File: src/rtl/port_requester_if.sv
// rtl/port_requester_if.sv - upstream, arbiter and crossbar signals of one input port
interface port_requester_if #(
  parameter int DW = 8
);
  logic          in_vld;
  logic          in_rdy;
  logic [DW-1:0] in_data;
  logic          in_head;
  logic          in_tail;
  logic [4:0]    req;
  logic [4:0]    grt;
  logic          out_vld;
  logic [DW-1:0] out_data;
  logic          out_head;
  logic          out_tail;
  logic          out_rdy;

  modport master (
    input  in_vld, in_data, in_head, in_tail, grt, out_rdy,
    output in_rdy, req, out_vld, out_data, out_head, out_tail
  );

  modport slave (
    output in_vld, in_data, in_head, in_tail, grt, out_rdy,
    input  in_rdy, req, out_vld, out_data, out_head, out_tail
  );
endinterface

File: src/rtl/port_requester.sv
// rtl/port_requester.sv - input FIFO plus request FSM for one router input port
// REQ_DROP_CNT_EN adds a saturating drop_cnt output counting dropped packets.
module port_requester #(
  parameter int DEPTH = 4,
  parameter int DW    = 8
) (
  input  logic clk,
  input  logic rst_,
  port_requester_if.master bus
`ifdef REQ_DROP_CNT_EN
  ,
  output logic [7:0] drop_cnt
`endif
);

  localparam int AW = $clog2(DEPTH);
  localparam int EW = DW + 2;

  typedef enum logic [1:0] {IDLE, REQ, XFER, DROP} state_t;

  logic [EW-1:0] mem [DEPTH];
  logic [AW:0]   wptr, rptr;
  logic          empty, full, push, pop;
  logic [EW-1:0] hd;
  logic          hd_head, hd_tail, dest_ok, gnt, out_vld;
  logic [DW-1:0] hd_data;
  state_t        state, nxt;
  logic [2:0]    dest, dest_nxt;
  logic [4:0]    req_q, req_nxt;

  // Extra pointer bit distinguishes full from empty when the indices match.
  assign empty = (wptr == rptr);
  assign full  = (wptr[AW] != rptr[AW]) && (wptr[AW-1:0] == rptr[AW-1:0]);
  assign push  = bus.in_vld && !full;

  assign hd      = mem[rptr[AW-1:0]];
  assign hd_head = hd[EW-1];
  assign hd_tail = hd[EW-2];
  assign hd_data = hd[DW-1:0];
  assign dest_ok = (hd_data[2:0] <= 3'd4);
  assign gnt     = bus.grt[dest];

  assign bus.in_rdy   = !full;
  assign bus.out_data = hd_data;
  assign bus.out_head = hd_head;
  assign bus.out_tail = hd_tail;
  assign bus.out_vld  = out_vld;
  assign bus.req      = req_q;

  always_ff @(posedge clk) begin
    if (push) mem[wptr[AW-1:0]] <= {bus.in_head, bus.in_tail, bus.in_data};
  end

  always_ff @(posedge clk) begin
    if (rst_) begin
      wptr <= '0;
      rptr <= '0;
    end else begin
      if (push) wptr <= wptr + 1'b1;
      if (pop)  rptr <= rptr + 1'b1;
    end
  end

  always_ff @(posedge clk) begin
    if (rst_) begin
      state <= IDLE;
      req_q <= '0;
      dest  <= '0;
    end else begin
      state <= nxt;
      req_q <= req_nxt;
      dest  <= dest_nxt;
    end
  end

  always_comb begin
    nxt = state;
    case (state)
      IDLE: if (!empty && hd_head) nxt = dest_ok ? REQ : DROP;
      REQ:  if (gnt) nxt = XFER;
      XFER: if (pop && hd_tail) nxt = IDLE;
      DROP: if (pop && hd_tail) nxt = IDLE;
      default: nxt = IDLE;
    endcase
  end

  always_comb begin
    out_vld  = 1'b0;
    pop      = 1'b0;
    req_nxt  = req_q;
    dest_nxt = dest;
    case (state)
      IDLE: begin
        if (!empty) begin
          if (!hd_head) begin
            pop = 1'b1;
          end else if (dest_ok) begin
            dest_nxt = hd_data[2:0];
            req_nxt  = 5'(1) << hd_data[2:0];
          end
        end
      end
      XFER: begin
        out_vld = !empty && gnt;
        pop     = out_vld && bus.out_rdy;
        // Dropping req with the tail guarantees an idle request cycle between packets.
        if (pop && hd_tail) req_nxt = '0;
      end
      DROP: pop = !empty;
      default: ;
    endcase
  end

`ifdef REQ_DROP_CNT_EN
  logic drop_start;
  assign drop_start = (state == IDLE) && (nxt == DROP);

  always_ff @(posedge clk) begin
    if (rst_) drop_cnt <= '0;
    else if (drop_start && drop_cnt != 8'hff) drop_cnt <= drop_cnt + 8'd1;
  end
`endif

endmodule

File: src/flat_wrapper.sv
// flat-port wrapper written by rule: the top's interface ports become plain ports
module port_requester_flat 
#(
  parameter int DEPTH = 4,
  parameter int DW    = 8
)
  (clk, rst_, bus_in_vld, bus_in_data, bus_in_head, bus_in_tail, bus_grt, bus_out_rdy, bus_in_rdy, bus_req, bus_out_vld, bus_out_data, bus_out_head, bus_out_tail);
  port_requester_if #(.DW(DW)) bus_i ();
  input  logic clk;
  input  logic rst_;
  input wire logic [$bits(bus_i.in_vld)-1:0] bus_in_vld;
  input wire logic [$bits(bus_i.in_data)-1:0] bus_in_data;
  input wire logic [$bits(bus_i.in_head)-1:0] bus_in_head;
  input wire logic [$bits(bus_i.in_tail)-1:0] bus_in_tail;
  input wire logic [$bits(bus_i.grt)-1:0] bus_grt;
  input wire logic [$bits(bus_i.out_rdy)-1:0] bus_out_rdy;
  output wire logic [$bits(bus_i.in_rdy)-1:0] bus_in_rdy;
  output wire logic [$bits(bus_i.req)-1:0] bus_req;
  output wire logic [$bits(bus_i.out_vld)-1:0] bus_out_vld;
  output wire logic [$bits(bus_i.out_data)-1:0] bus_out_data;
  output wire logic [$bits(bus_i.out_head)-1:0] bus_out_head;
  output wire logic [$bits(bus_i.out_tail)-1:0] bus_out_tail;
  assign bus_i.in_vld = bus_in_vld;
  assign bus_i.in_data = bus_in_data;
  assign bus_i.in_head = bus_in_head;
  assign bus_i.in_tail = bus_in_tail;
  assign bus_i.grt = bus_grt;
  assign bus_i.out_rdy = bus_out_rdy;
  assign bus_in_rdy = bus_i.in_rdy;
  assign bus_req = bus_i.req;
  assign bus_out_vld = bus_i.out_vld;
  assign bus_out_data = bus_i.out_data;
  assign bus_out_head = bus_i.out_head;
  assign bus_out_tail = bus_i.out_tail;
  port_requester #(.DEPTH(DEPTH), .DW(DW)) u_core (.clk(clk), .rst_(rst_), .bus(bus_i));
endmodule
File: config.mk
export PLATFORM = sky130hd
export DESIGN_NAME = port_requester_flat
export DESIGN_NICKNAME = d
export VERILOG_FILES = /design/src/rtl/port_requester_if.sv /design/src/rtl/port_requester.sv /design/src/flat_wrapper.sv
export SDC_FILE = /design/constraint.sdc
export NUM_CORES = 1
export LEC_CHECK = 0
export CAP_MARGIN = 20
export CORE_ASPECT_RATIO = 1.75
export CORE_MARGIN = 1
export CORE_UTILIZATION = 48
export DETAILED_ROUTE_END_ITERATION = 6
export PLACE_DENSITY = 0.72
export SLEW_MARGIN = 20
export SYNTH_ARGS = -nofsm -noshare
export SYNTH_HDL_FRONTEND = slang
export SYNTH_SLANG_ARGS = --single-unit
File: constraint.sdc
create_clock -name clk -period 1.7 [get_ports clk]
set_clock_uncertainty 0.05 [all_clocks]
set_input_delay 0.17 -clock clk [delete_from_list [all_inputs] [get_ports clk]]
set_output_delay 0.17 -clock clk [all_outputs]
set_load 0.01 [all_outputs]
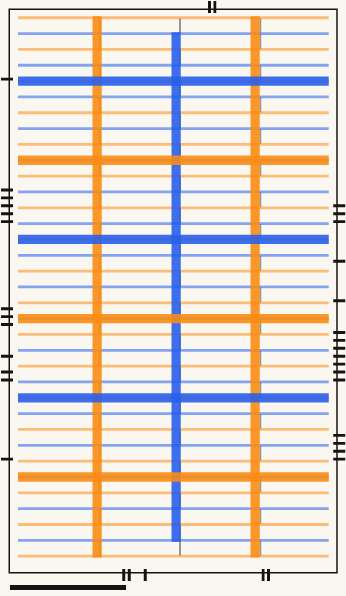
Run 1: floorplan with the power grid
The bar under the picture is 20 um long. Pins as bars on the die edge. Tap cells in grey.
[VSS] orange
[VDD] blue
tap cells: 54
signal pins: 36
VDD IR-drop max: 0.001306 V
chip width: 56.02 um
core footprint: 4935 um^2

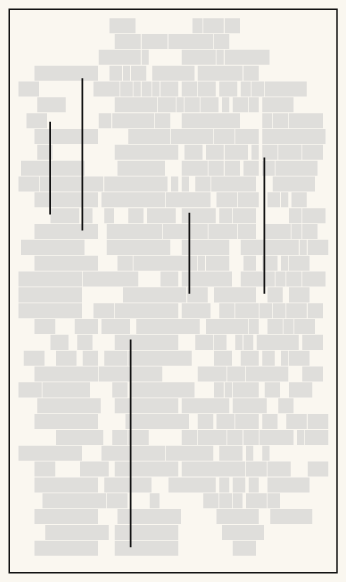
Run 1: metal 4
main direction: vertical
longest straight run: 35.4 um
wire length on this layer: 114 um
vias: 1,732
DRT Wirelength: 5655 um

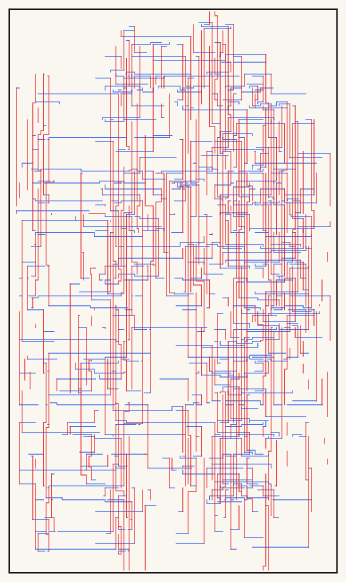
Run 1: metal layers overlaid
Two of the layers only.
[M2] red | wire length: 3,290 um
[M1] blue | wire length: 1,990 um

==> impl_metrics.csv, run 1 <==
group,metric,value,unit
setup_path,cp_slowest_cell,"mux4_2",
sta,slew_headroom,0.7842,
synthesis,topCombFamilyByArea,"multiplexers",
cells_and_area,fin_util,0.7201,
job,warning_count,32,
job,cap_violations,0,
synthesis,yosys.area_share.xor_xnor,0.02859,
setup_path,start_kind,"register",
cells_and_area,fin_nets,270,
detailed_routing,drt-initial-drc-count,79,
cells_and_area,lay_top_cells,"40 x edfxtp_1, 28 x buf_4, 23 x clkdlybuf4s50_1",
run_status,status,"finished, violations left",
synthesis,ys_cells,167,
global_route,grt_pass1_vias,1852,
sta,hold_viol_final,0,
cells_and_area,num_antenna_cells,0,
placement,portBuffers,35,
synthesis,mux_area_frac,0.1118,
synthesis,netlist.top_cell.by_area,"edfxtp_1",
floorplan,io_pins,36,
sta,setup_violations,25,
synthesis,synthFlopType,"edfxtp_1",
cts,cts_tree,"done",
detailed_routing,avgViaCountPerCell,5.679,
sta,fin_hold_ws,0.4242,ns
sta,layout_setup_ws,-0.2371,ns
setup_path,critical-path-top-delay-family,"multiplexers",
synthesis,yosysWarningCount,0,
cells_and_area,synthToLayoutAreaGrowth,44.97,%
cts,clock.latency.late_pin,0.33,ns
run_status,violations,"setup timing",
synthesis,avgSynthCellArea,14.68,um^2
global_route,use_met2,0.4058,
cells_and_area,fillers,327,
cts,clk_pin_slew,0.07,ns
global_route,grtUsageTotal,0.2172,
synthesis,top_cells_by_count,"40 x edfxtp_1, 18 x dfxtp_1, 10 x nor2_1",
cells_and_area,finalNonFillerCells,305,
placement,place_area,3109,um^2
global_route,busiest_layer,"met2",
cts,htree_levels,3,
power_and_ir_drop,cellPowerDensity,1265,nW/um^2
cells_and_area,flop_area,1570,um^2
synthesis,synth_area,2451,um^2
synthesis,ys_area,2451,um^2
global_route,grt_overflow_total,0,
hold_path,hp-class,"input port to register",
synthesis,synth_cell_types,43,
synthesis,compound_area_frac,0.08065,
synthesis,syn_inst,167,
cells_and_area,layout_top_cell,"edfxtp_1",
synthesis,fp_nets,191,
floorplan,dieArea,5408,um^2
detailed_routing,routedWlPerCell,18.54,um
sta,min_period,1.937,ns
detailed_routing,antenna_left,0,
global_route,use_met1,0.2202,
synthesis,async_flop_share,0,
global_route,grt_util_met3,0.05992,
placement,preCtsSetupSlack,-0.2531,ns
floorplan,fp_util,0.4967,
synthesis,synth_flops,58,
synthesis,ys_sh_adder,0.02552,
sta,rsz0062_at_grt,"true",
synthesis,area_leaders,"edfxtp_1 49%, dfxtp_1 15%, mux4_1 5.4%, mux4_2 4.6%, ha_1 2.6%",
global_route,antenna_found_initial,0,
synthesis,synth_seq_share,0.6371,
synthesis,synth-simple-area-share,0.09239,
global_route,grt_max_degree,17,
detailed_routing,dr.pass1.iters,4,
sta,setup_tns,-3.099,ns
placement,hpwl,3714,um
setup_path,crit_fanout,6,
sta,finalClockPeriodUsage,1.139,
sta,fmax,0.5162,GHz
cells_and_area,drive_above_1_share,0.4064,
power_and_ir_drop,power.leakage,0.001291,uW
placement,gp_congestion,0.8593,
sta,max_slew.worst_pin.slew,0.3237,ns
cts,numCtsBuffers,9,
setup_path,max_stage_delay,0.57,ns
cells_and_area,design_area,3553,um^2
detailed_routing,drc,0,
cts,clock_sinks,58,
synthesis,top_cell_area_share,0.4900,
synthesis,synth-edff-count,40,
cts,clockRootBuffer,"clkbuf_8",
setup_path,worstPathArrival,2.10,ns
global_route,grt_pass1_wl,8631,um
setup_path,worst_ep_required_time,1.87,ns
setup_path,critical_path_buf_inv_count,1,
sta,report.final.slew_viol_count,0,
synthesis,most_common_cell,"edfxtp_1",
cts,clock_path_buffers,2,
floorplan,std_cell_rows,34,
setup_path,crit_chain,"buf_4, mux4_2, o21ai_4, nand4_1, a21oi_4, o32ai_2",
setup_path,worstSetupEndpointType,"register",
placement,dp_cells,279,
power_and_ir_drop,total_power,4496,uW
setup_path,critPathKind,"register to register",
cells_and_area,combGateArea,979.7,um^2
cts,hold_buffers,0,
==> run 1: per-layer routing <==
layer / routed length (um) / part of all wire
met5: 0 / 0
met4: 113 / 0.020
met2: 3289 / 0.58
met3: 263 / 0.047
met1: 1989 / 0.35
==> run 1: flip-flops by register name (all words and copies together) (netlist names), named ones only <==
signal,flops
u_core.bus.req,5
u_core.dest,3
u_core.mem,40
u_core.rptr,3
u_core.state,2
u_core.wptr,3
==> run 1: where the power goes <==
group          switching (uW)  leakage [uW]  internal (uW)  total, uW
registers                96.8      0.000516           1640       1730
clock network             576     0.0000921            685       1260
logic                     728      0.000683            773       1500
==> run 1: worst register-to-register path, cell delays in order, from the launching register on <==
cell     delay (ns)
dfxtp_4        0.40
buf_4          0.13
mux4_2         0.57
o21ai_4        0.19
nand4_1        0.16
a21oi_4        0.23
o32ai_2        0.10
==> run 1: path summary, 6_finish.rpt <==
path / from / end / slack, ns / cells after the start
setup reg to reg: register / u_core.bus.req[1]$_SDFFE_PP0P_ / -0.24 / 6
setup / recovery: register / u_core.bus.req[1]$_SDFFE_PP0P_ / -0.24 / 6
hold reg to reg: u_core.bus.req[2]$_SDFFE_PP0P_ / u_core.bus.req[2]$_SDFFE_PP0P_ / 0.43 / 2
hold / removal: bus_in_data[4] / u_core.mem[1][4]$_DFFE_PP_ / 0.42 / 1
==> run 1: layout make-up <==
type	count	share of cell area
clock inverter	7	0.02218
inverter	7	0.007394
clock buffer	9	0.03486
timing repair buffer	74	0.1989
tap	54	0.01901
sequential	58	0.4419
multi-input combinational	96	0.2757
==> run 1: what timing repair did <==
action,4_1_cts,5_1_grt
gates resized,72,24
setup endpoints to repair,67,67
pin swaps,8,7
buffers inserted,7,4
==> run 1 -> run 2 <==
SLEW_MARGIN = not set   (was 20)
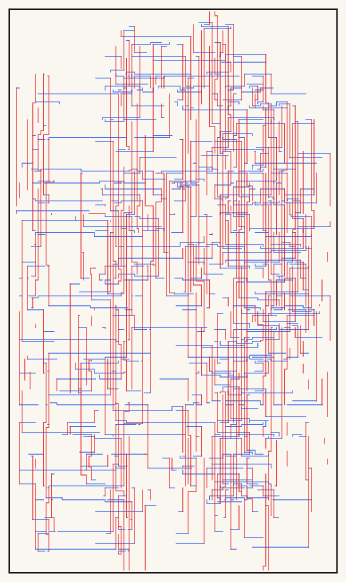
Run 2: metal layers overlaid
Two of the layers only.
[M2] red | wire length: 3,290 um
[M1] blue | wire length: 1,990 um

==> impl_metrics.csv, run 2 <==
group,metric,value,unit
cells_and_area,logic_gate_count,96,
cells_and_area,drive_above_1_share,0.4064,
cts,clk_pin_slew,0.07,ns
global_route,grt_overflow_total,0,
power_and_ir_drop,pwr-share-seq,0.386,
sta,rsz0062_at_grt,"true",
cts,clock_path_buffers,2,
setup_path,max_stage_delay,0.57,ns
power_and_ir_drop,ir_worst_vdd,0.001306,V
global_route,grt_pass1_wl,8631,um
detailed_routing,drc,0,
cts,cts_tree,"done",
cells_and_area,comb_share,0.2757,
cells_and_area,largest_class,"registers",
sta,fin_hold_ws,0.4242,ns
job,warning_count,32,
cells_and_area,lay_top_cells,"40 x edfxtp_1, 28 x buf_4, 23 x clkdlybuf4s50_1",
cts,clock_sinks,58,
cts,clock.latency.late_pin,0.33,ns
setup_path,start_kind,"register",
cells_and_area,num-nonclk-buffers,74,
sta,setup_tns,-3.099,ns
detailed_routing,dr.pass1.iters,4,
power_and_ir_drop,clkPwrFrac,0.281,
global_route,grtUsageTotal,0.2172,
setup_path,worstSetupEndpointType,"register",
placement,gp_congestion,0.8593,
sta,finalClockPeriodUsage,1.139,
floorplan,fp_util,0.4967,
cells_and_area,clkbuf_count,9,
job,cap_violations,0,
run_status,status,"finished, violations left",
global_route,busiest_layer,"met2",
power_and_ir_drop,total_power,4496,uW
setup_path,reg2reg_slack,-0.24,ns
cells_and_area,bufAreaShareNonClock,0.1989,
cells_and_area,fin_util,0.7201,
sta,report.final.slew_viol_count,0,
sta,fmax,0.5162,GHz
power_and_ir_drop,intPower,3095,uW
synthesis,area_leaders,"edfxtp_1 49%, dfxtp_1 15%, mux4_1 5.4%, mux4_2 4.6%, ha_1 2.6%",
cells_and_area,layout_top_cell,"edfxtp_1",
global_route,use_met2,0.4058,
power_and_ir_drop,switching_share,0.3117,
synthesis,ys_cells,167,
synthesis,synth_flops,58,
cells_and_area,flop_area,1570,um^2
sta,layout_setup_ws,-0.2371,ns
floorplan,core,4935,um^2
cells_and_area,synthToLayoutAreaGrowth,44.97,%
cts,htree_levels,3,
cells_and_area,num_antenna_cells,0,
detailed_routing,avgViaCountPerCell,5.679,
synthesis,synth_cell_types,43,
synthesis,yosys.area_share.xor_xnor,0.02859,
synthesis,syn_inst,167,
synthesis,ys_area,2451,um^2
synthesis,mux_area_frac,0.1118,
synthesis,top_cells_by_count,"40 x edfxtp_1, 18 x dfxtp_1, 10 x nor2_1",
detailed_routing,drt-initial-drc-count,79,
hold_path,hold_depth,1,
synthesis,ys_sh_adder,0.02552,
sta,slew_headroom,0.7842,
synthesis,top_cell_area_share,0.4900,
power_and_ir_drop,comb_power_share,0.334,
global_route,grt_pass1_vias,1852,
cells_and_area,largest_reg_flops,40,
cells_and_area,inv_count,7,
placement,preCtsSetupSlack,-0.2531,ns
detailed_routing,dr_total_vias,1732,
cells_and_area,combGateArea,979.7,um^2
synthesis,synthFlopType,"edfxtp_1",
synthesis,synth_seq_share,0.6371,
power_and_ir_drop,power.leakage,0.001291,uW
floorplan,dieArea,5408,um^2
setup_path,crit_chain,"buf_4, mux4_2, o21ai_4, nand4_1, a21oi_4, o32ai_2",
cells_and_area,clock_tree_area_fraction,0.05704,
synthesis,yosysWarningCount,0,
hold_path,hp-class,"input port to register",
synthesis,netlist.top_cell.by_area,"edfxtp_1",
setup_path,worst_ep_required_time,1.87,ns
setup_path,worstPathArrival,2.10,ns
synthesis,avgSynthCellArea,14.68,um^2
synthesis,synth-edff-count,40,
setup_path,r2r-end,"u_core.bus.req[1]$_SDFFE_PP0P_",
cells_and_area,flops,58,
global_route,grt_util_met3,0.05992,
synthesis,synth-simple-area-share,0.09239,
setup_path,critical_path_buf_inv_count,1,
sta,min_period,1.937,ns
floorplan,io_pins,36,
placement,portBuffers,35,
setup_path,reg2reg_depth,6,
global_route,use_met1,0.2202,
synthesis,fp_nets,191,
cells_and_area,fillers,327,
floorplan,die_width,56.02,um
placement,hpwl,3714,um
cts,clockRootBuffer,"clkbuf_8",
global_route,grt_max_degree,17,
hold_path,min_from,"bus_in_data[4]",
detailed_routing,antenna_left,0,
floorplan,tap_cells,54,
setup_path,critical-path-top-delay-family,"multiplexers",
synthesis,topCombFamilyByArea,"multiplexers",
global_route,antenna_found_initial,0,
cts,numCtsBuffers,9,
synthesis,most_common_cell,"edfxtp_1",
sta,hold_viol_final,0,
run_status,violations,"setup timing",
setup_path,crit_fanout,6,
sta,setup_violations,25,
synthesis,async_flop_share,0,
setup_path,critPathKind,"register to register",
cells_and_area,fin_nets,270,
cts,hold_buffers,0,
synthesis,compound_area_frac,0.08065,
sta,max_slew.worst_pin.slew,0.3237,ns
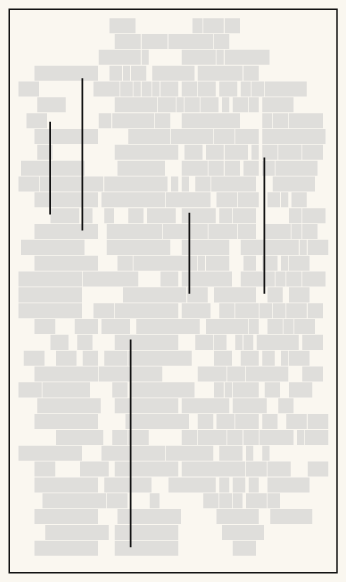
Run 2: metal 4
longest straight run: 35.4 um
wire length on this layer: 114 um
main direction: vertical
nets with wire on the layer: 4
share of all routed wire: 2.0%

run 2: cell counts in the layout (fill, tap and decap cells not counted):
Identical to the previous run, type by type.
run 2: cells by family after synthesis:
group                      after synthesis
adders and majority gates                5
DFF                                     58
xor gates and xnor gates                 8
buffers and inverters                   13
and+or+nand+nor                         41
AOI/OAI and AO/OA                       29
muxes                                   13
run 2: power groups by stage:
stage	Clock [uW]	Sequential (uW)	Combinational [uW]
after CTS	1290	1730	1320
after detailed placement	0	1760	1120
after global placement	0	1740	1070
after global routing	1360	1750	1580
after floorplan	0	1710	627
final	1260	1730	1500
run 2: layer usage:
| metal | wire length, um | up-vias | share of wire |
|---|---|---|---|
| met3 | 263 | 13 | 0.047 |
| li1 | - | 798 | - |
| met5 | 0 | - | 0 |
| met1 | 1989 | 865 | 0.35 |
| met4 | 113 | 0 | 0.020 |
| met2 | 3289 | 56 | 0.58 |
run 2: metrics by stage:
step | area [um^2] | instances
after floorplan | 2456 | 167
after global placement | 3109 | 279
after detailed placement | 3109 | 279
after CTS | 3442 | 302
after global routing | 3553 | 305
final | 3553 | 305
run 2: worst max-delay path by stage:
stage,from,to,slack [ns],cells after the start
after floorplan,register,u_core.rptr[2]$_SDFFE_PP0P_,-0.09,6
after global placement,bus_grt[3],bus_out_vld,-0.18,6
after detailed placement,bus_grt[4],u_core.state[0]$_SDFFE_PP0P_,-0.25,7
after CTS,register,u_core.bus.req[1]$_SDFFE_PP0P_,-0.23,6
after global routing,register,u_core.rptr[2]$_SDFFE_PP0P_,-0.34,6
final,register,u_core.bus.req[1]$_SDFFE_PP0P_,-0.24,6
run 2: repair_timing:
action	4_1_cts	5_1_grt
resized	72	24
setup endpoints to repair	67	67
pin swaps	8	7
buffers inserted	7	4
Power figures rest on the tool's default switching activity, not on a simulated workload.
